==> src/rtl/invader_controller_pkg.sv <==
// rtl/invader_controller_pkg.sv - shared invader formation constants
//
// Purpose: geometry of the invader formation shared by the controller, the
// renderer and the collision path. The alive mask is indexed
// row*INVADERS_H + col with row 0 at the top.
// Ports: none (package).
package invader_controller_pkg;

  localparam int INVADERS_H           = 11;  // columns
  localparam int INVADERS_V           = 5;   // rows
  localparam int INVADERS_N           = INVADERS_H * INVADERS_V;
  localparam int INVADERS_OFFSET_H    = 32;  // column pitch, pixels
  localparam int INVADERS_OFFSET_V    = 32;  // row pitch, pixels
  localparam int INVADER_WIDTH_SCALED = 24;  // sprite width after scaling, pixels

  // True when any row still has an invader in column col. The loops compare
  // against constant indices so an out-of-range col simply matches nothing.
  function automatic logic column_alive(input logic [INVADERS_N-1:0] mask,
                                        input logic [3:0]            col);
    logic alive;
    alive = 1'b0;
    for (int r = 0; r < INVADERS_V; r++) begin
      for (int c = 0; c < INVADERS_H; c++) begin
        if (4'(c) == col) begin
          alive = alive | mask[r*INVADERS_H + c];
        end
      end
    end
    return alive;
  endfunction

  // True when any column still has an invader in row row.
  function automatic logic row_alive(input logic [INVADERS_N-1:0] mask,
                                     input logic [3:0]            row);
    logic alive;
    alive = 1'b0;
    for (int r = 0; r < INVADERS_V; r++) begin
      for (int c = 0; c < INVADERS_H; c++) begin
        if (4'(r) == row) begin
          alive = alive | mask[r*INVADERS_H + c];
        end
      end
    end
    return alive;
  endfunction

endpackage

==> src/rtl/invader_controller.sv <==
// rtl/invader_controller.sv - invader formation march, hit bookkeeping and wave end
//
// Purpose: moves the invader formation one step every `period` frame pulses,
// dropping and reversing at the playfield edges, removes invaders on hits,
// speeds the march up as invaders die, and flags wave clear or landing.
// Ports:
//   clk, rst        clock, asynchronous active-high reset
//   start           one-cycle pulse, begins a new wave from any state
//   frame           one-cycle pulse at start of blanking
//   hit_valid       hit strobe; hit_index = row*INVADERS_H+col (0..54)
//   invaders        alive mask, bit row*INVADERS_H+col
//   invaders_x/_y   formation top-left origin, pixels
//   step            one-cycle pulse on each horizontal move or drop
//   wave_clear      level, all invaders destroyed
//   landed          level, lowest alive row reached the landing line
module invader_controller
  import invader_controller_pkg::*;
#(
  parameter int STEP_FRAMES   = 32,
  parameter int MIN_FRAMES    = 2,
  parameter int SPEEDUP_KILLS = 5,
  parameter int STEP_X        = 4,
  parameter int STEP_Y        = 16,
  parameter int X_MIN         = 16,
  parameter int X_MAX         = 624,
  parameter int X_START       = 64,
  parameter int Y_START       = 48,
  parameter int LAND_Y        = 400
) (
  input  logic                  clk,
  input  logic                  rst,
  input  logic                  start,
  input  logic                  frame,
  input  logic                  hit_valid,
  input  logic [5:0]            hit_index,
  output logic [INVADERS_N-1:0] invaders,
  output logic [9:0]            invaders_x,
  output logic [9:0]            invaders_y,
  output logic                  step,
  output logic                  wave_clear,
  output logic                  landed
);

  typedef enum logic [2:0] {
    ST_IDLE,
    ST_WAIT,
    ST_SCAN,
    ST_MOVE,
    ST_DONE
  } state_t;

  localparam logic [7:0]  STEP_FRAMES_C = 8'(STEP_FRAMES);
  localparam logic [7:0]  MIN_FRAMES_C  = 8'(MIN_FRAMES);
  localparam logic [7:0]  SPEEDUP_C     = 8'(SPEEDUP_KILLS);
  localparam logic [10:0] STEP_X_W      = 11'(STEP_X);
  localparam logic [10:0] X_MIN_W       = 11'(X_MIN);
  localparam logic [10:0] X_MAX_W       = 11'(X_MAX);
  localparam logic [10:0] LAND_Y_W      = 11'(LAND_Y);
  localparam logic [10:0] WIDTH_W       = 11'(INVADER_WIDTH_SCALED);
  localparam logic [9:0]  STEP_X_C      = 10'(STEP_X);
  localparam logic [9:0]  STEP_Y_C      = 10'(STEP_Y);
  localparam logic [9:0]  X_START_C     = 10'(X_START);
  localparam logic [9:0]  Y_START_C     = 10'(Y_START);
  localparam logic [3:0]  LAST_COL      = 4'(INVADERS_H - 1);
  localparam logic [3:0]  ROWS_C        = 4'(INVADERS_V);

  state_t                  state_q, state_d;
  logic [INVADERS_N-1:0]   mask_q, mask_d;
  logic [9:0]              x_q, x_d;
  logic [9:0]              y_q, y_d;
  logic                    dir_left_q, dir_left_d;
  logic [7:0]              period_q, period_d;
  logic [7:0]              frame_cnt_q, frame_cnt_d;
  logic [7:0]              kill_cnt_q, kill_cnt_d;
  logic [3:0]              scan_k_q, scan_k_d;
  logic [3:0]              colmin_q, colmin_d;
  logic [3:0]              colmax_q, colmax_d;
  logic [2:0]              rowmax_q, rowmax_d;
  logic                    col_found_q, col_found_d;
  logic                    step_q, step_d;
  logic                    wave_clear_q, wave_clear_d;
  logic                    landed_q, landed_d;

  logic                    active;
  logic                    hit_live;
  logic [7:0]              kill_next;
  logic                    col_hit;
  logic                    row_hit;
  logic [10:0]             left_edge;
  logic [10:0]             right_edge;
  logic                    turn;
  logic [9:0]              y_move;
  logic                    land;

  always_comb begin
    state_d      = state_q;
    mask_d       = mask_q;
    x_d          = x_q;
    y_d          = y_q;
    dir_left_d   = dir_left_q;
    period_d     = period_q;
    frame_cnt_d  = frame_cnt_q;
    kill_cnt_d   = kill_cnt_q;
    scan_k_d     = scan_k_q;
    colmin_d     = colmin_q;
    colmax_d     = colmax_q;
    rowmax_d     = rowmax_q;
    col_found_d  = col_found_q;
    step_d       = 1'b0;
    wave_clear_d = wave_clear_q;
    landed_d     = landed_q;
    hit_live     = 1'b0;
    kill_next    = 8'd0;

    active = (state_q == ST_WAIT) || (state_q == ST_SCAN) || (state_q == ST_MOVE);

    // Scan samples the live mask each cycle, so a hit mid-scan is seen by
    // the columns that have not been scanned yet.
    col_hit = column_alive(mask_q, scan_k_q);
    row_hit = (scan_k_q < ROWS_C) && row_alive(mask_q, scan_k_q);

    left_edge  = {1'b0, x_q} + 11'(int'(colmin_q) * INVADERS_OFFSET_H);
    right_edge = {1'b0, x_q} + 11'(int'(colmax_q) * INVADERS_OFFSET_H) + WIDTH_W;
    turn       = dir_left_q ? (left_edge < X_MIN_W + STEP_X_W)
                            : (right_edge + STEP_X_W > X_MAX_W);
    y_move     = turn ? (y_q + STEP_Y_C) : y_q;
    land       = ({1'b0, y_move} + 11'(int'(rowmax_q) * INVADERS_OFFSET_V)) >= LAND_Y_W;

    // Only a hit on a live invader counts; out-of-range indices match no bit.
    if (active && hit_valid) begin
      for (int i = 0; i < INVADERS_N; i++) begin
        if ((6'(i) == hit_index) && mask_q[i]) begin
          hit_live = 1'b1;
        end
      end
    end

    if (hit_live) begin
      for (int i = 0; i < INVADERS_N; i++) begin
        if (6'(i) == hit_index) begin
          mask_d[i] = 1'b0;
        end
      end
      kill_next = kill_cnt_q + 8'd1;
      if (kill_next >= SPEEDUP_C) begin
        kill_cnt_d = 8'd0;
        if (period_q > MIN_FRAMES_C) begin
          period_d = period_q - 8'd1;
        end
      end else begin
        kill_cnt_d = kill_next;
      end
    end

    case (state_q)
      ST_WAIT: begin
        if (frame) begin
          // >= rather than == so a period shortened by a kill never strands
          // the count above it.
          if (frame_cnt_q + 8'd1 >= period_q) begin
            frame_cnt_d = 8'd0;
            scan_k_d    = 4'd0;
            col_found_d = 1'b0;
            colmin_d    = 4'd0;
            colmax_d    = 4'd0;
            rowmax_d    = 3'd0;
            state_d     = ST_SCAN;
          end else begin
            frame_cnt_d = frame_cnt_q + 8'd1;
          end
        end
      end

      ST_SCAN: begin
        // Columns arrive in ascending order: the first live one is the
        // minimum and the latest live one is the maximum (likewise rows).
        if (col_hit) begin
          if (!col_found_q) begin
            colmin_d = scan_k_q;
          end
          colmax_d    = scan_k_q;
          col_found_d = 1'b1;
        end
        if (row_hit) begin
          rowmax_d = scan_k_q[2:0];
        end
        if (scan_k_q == LAST_COL) begin
          state_d = ST_MOVE;
        end else begin
          scan_k_d = scan_k_q + 4'd1;
        end
      end

      ST_MOVE: begin
        step_d = 1'b1;
        y_d    = y_move;
        if (turn) begin
          dir_left_d = ~dir_left_q;
        end else if (dir_left_q) begin
          x_d = x_q - STEP_X_C;
        end else begin
          x_d = x_q + STEP_X_C;
        end
        landed_d = land;
        state_d  = land ? ST_DONE : ST_WAIT;
      end

      default: ;
    endcase

    // Last invader gone: end the wave and cancel any move in flight.
    if (active && (mask_d == '0)) begin
      state_d      = ST_DONE;
      wave_clear_d = 1'b1;
      step_d       = 1'b0;
      x_d          = x_q;
      y_d          = y_q;
      dir_left_d   = dir_left_q;
      landed_d     = landed_q;
    end

    if (start) begin
      state_d      = ST_WAIT;
      mask_d       = '1;
      x_d          = X_START_C;
      y_d          = Y_START_C;
      dir_left_d   = 1'b0;
      period_d     = STEP_FRAMES_C;
      frame_cnt_d  = 8'd0;
      kill_cnt_d   = 8'd0;
      scan_k_d     = 4'd0;
      col_found_d  = 1'b0;
      step_d       = 1'b0;
      wave_clear_d = 1'b0;
      landed_d     = 1'b0;
    end
  end

  always_ff @(posedge clk or posedge rst) begin
    if (rst) begin
      state_q      <= ST_IDLE;
      mask_q       <= '0;
      x_q          <= X_START_C;
      y_q          <= Y_START_C;
      dir_left_q   <= 1'b0;
      period_q     <= STEP_FRAMES_C;
      frame_cnt_q  <= 8'd0;
      kill_cnt_q   <= 8'd0;
      scan_k_q     <= 4'd0;
      colmin_q     <= 4'd0;
      colmax_q     <= 4'd0;
      rowmax_q     <= 3'd0;
      col_found_q  <= 1'b0;
      step_q       <= 1'b0;
      wave_clear_q <= 1'b0;
      landed_q     <= 1'b0;
    end else begin
      state_q      <= state_d;
      mask_q       <= mask_d;
      x_q          <= x_d;
      y_q          <= y_d;
      dir_left_q   <= dir_left_d;
      period_q     <= period_d;
      frame_cnt_q  <= frame_cnt_d;
      kill_cnt_q   <= kill_cnt_d;
      scan_k_q     <= scan_k_d;
      colmin_q     <= colmin_d;
      colmax_q     <= colmax_d;
      rowmax_q     <= rowmax_d;
      col_found_q  <= col_found_d;
      step_q       <= step_d;
      wave_clear_q <= wave_clear_d;
      landed_q     <= landed_d;
    end
  end

  assign invaders   = mask_q;
  assign invaders_x = x_q;
  assign invaders_y = y_q;
  assign step       = step_q;
  assign wave_clear = wave_clear_q;
  assign landed     = landed_q;

endmodule

==> config.mk <==
export PLATFORM = sky130hd
export DESIGN_NAME = invader_controller
export DESIGN_NICKNAME = d
export VERILOG_FILES = /design/src/rtl/invader_controller_pkg.sv /design/src/rtl/invader_controller.sv
export SDC_FILE = /design/constraint.sdc
export NUM_CORES = 1
export LEC_CHECK = 0
export ABC_AREA = 1
export CORE_MARGIN = 2
export CORE_UTILIZATION = 58
export DETAILED_ROUTE_END_ITERATION = 8
export GPL_ROUTABILITY_DRIVEN = 0
export PLACE_DENSITY = 0.82
export SLEW_MARGIN = 40
export SYNTH_ARGS = -nofsm -noshare
export SYNTH_HDL_FRONTEND = slang
export SYNTH_SLANG_ARGS = --single-unit
==> constraint.sdc <==
create_clock -name clk -period 11.2 [get_ports clk]
set_input_delay 3.36 -clock clk [delete_from_list [all_inputs] [get_ports clk]]
set_output_delay 3.36 -clock clk [all_outputs]
set_load 0.03 [all_outputs]
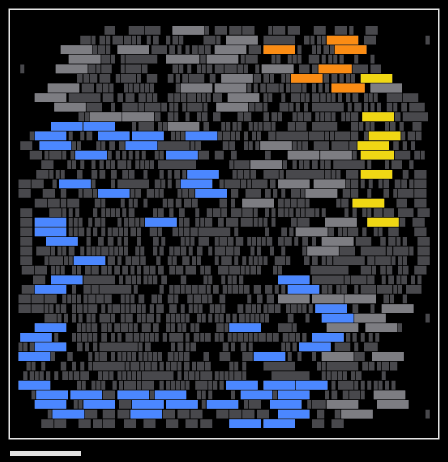
registers.png
Bar = 20 um. Other sequential cells in the stronger gray, the rest of the logic in the fainter gray.
Orange stands for invaders_y, placed flops 6, where top right. Blue stands for invaders, placed flops 55. Yellow stands for invaders_x, placed flops 8.
Another 47 sequential cells are not colored.

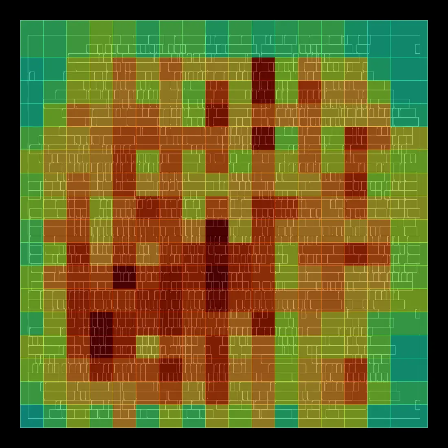
final_congestion.png
GR Util All Layers: 34.64%
GR peak layer: met2
met2 global-route usage: 52.00%
routing usage on met1: 46.31%

==> GITHUB_STEP_SUMMARY <==
### Yosys + OpenROAD results

| Metric | Value |
|---|---|
| Top cell area share | between 30% and 40% |
| WP data arrival | 7490 ps |
| CLK BUF | 19 |
| I/O pin count | about 90 |
| Sequential area share after synthesis | 36.38% |
| CTS clk-pin slew, worst paths | 50 ps |
| Ys cells | 1,164 |
| CTS tree | done |
| Post-Synth XOR/XNOR Area | 1.643% |
| Number of global-route vias before repair | 7,846 |
| Status | finished clean |
| Clk latency late pin | between 400 and 500 ps |
| Seq/total area | 30.45% |
| Flip-flop count of the largest register after layout | between 50 and 60 |
| Crit-path cells | clkdlybuf4s50_1 > nor2_1 > inv_1 > nor3_1 > nand2_1 > nand2_1 > nor2_1 > nand3_1 > nor2_1 > nand2_4 > nand2_2 > o21ai_0 > nand3_1 > nor2_1 > nand2_1 > nor2_4 > nand3_2 > nand2_2 > nand2_1 > o21ai_1 |
| Crit-path leading delay family | simple AND/OR/NAND/NOR gates |
| Global Route met3 Usage | 9.164% |
| Main power group | the clock network |
| Pre-Repair DR Iteration Count | 7 |
| Worst-margin pin slew | ~780 ps |
| Worst Hold Launch | period_q[5]$_DFFE_PP1P_ |
| Final period util | around 64% |
| TritonCTS Buffers | 17 |
| PortBufs | 82 |
| Nets | 1,290 |
| Comb area share | 45.01% |
| Critical path endpoint category | register |
| Routed Antenna Nets | 0 |
| Pwr/cell area | 139.7 nW/um2 |
| Top layer in use | met4 |
| Violation count after the first detailed-route iteration | 1,106 |
| Worst reg2reg endpoint | state_q[0]$_DFFE_PP0P_ |
| Logic area | 4298 um2 |
| Slew Limit Fails | 0 |
| Final count of negative-setup-slack endpoints | 0 |
| Adder share | 6.386% |
| Buffers, non-clock | 85 |
| DP HPWL | 17.38 mm |
| RSZ-0062 raised after global routing | no |
| Row cnt | 42 |
| Die y size | 121.4 um |
| Post-Route Setup TNS | 0 ps |
| Hold endpoint | period_q[5]$_DFFE_PP1P_ |
| Max stage delay on crit path | between 600 and 700 ps |
| Area fraction in mux cells | less than 1% |
| Placed Area | 8899 um2 |
| Worst VDD drop | between 0.09 and 0.1 mV |
| Final Core Density | about 72% |
| Flip-flops | roughly 120 |
| Simple Share, Synth | 36.30% |
| Power Clock | 601 uW |
| Final WL | approximately 24 mm |
| P_seq | 466 uW |
| Initial antenna violation count | 0 |
| Critical Path Source | hit_index[5] |
| Post CTS Setup Buffer Count | 0 |
| Share of post-route cells with drive strength above 1 | 5.906% |
| Design Area, Final | between 9000 and 10,000 um2 |
| Final min period | 7135 ps |
| Area Overhead vs Synth | 19.46% |
| Avg Cell Area, Syn | between 6 and 7 um2 |
| Count of library flops with an enable pin | 0 |
| Layout clock area frac | slightly below 7% |
| OpenROAD warning count | 32 |
| Clk Tree Root Cell | clkbuf_16 |
| Highest clock rate | 0.1401 GHz |
| CP Launch Type | input port |
| Clock Power Share | ~45% |
| Reg2reg path depth | 23 |
| Rel. slew slack | between 40% and 50% |
| Non-Filler Instances | 1,429 |
Power is estimated from default activity; no workload was simulated.
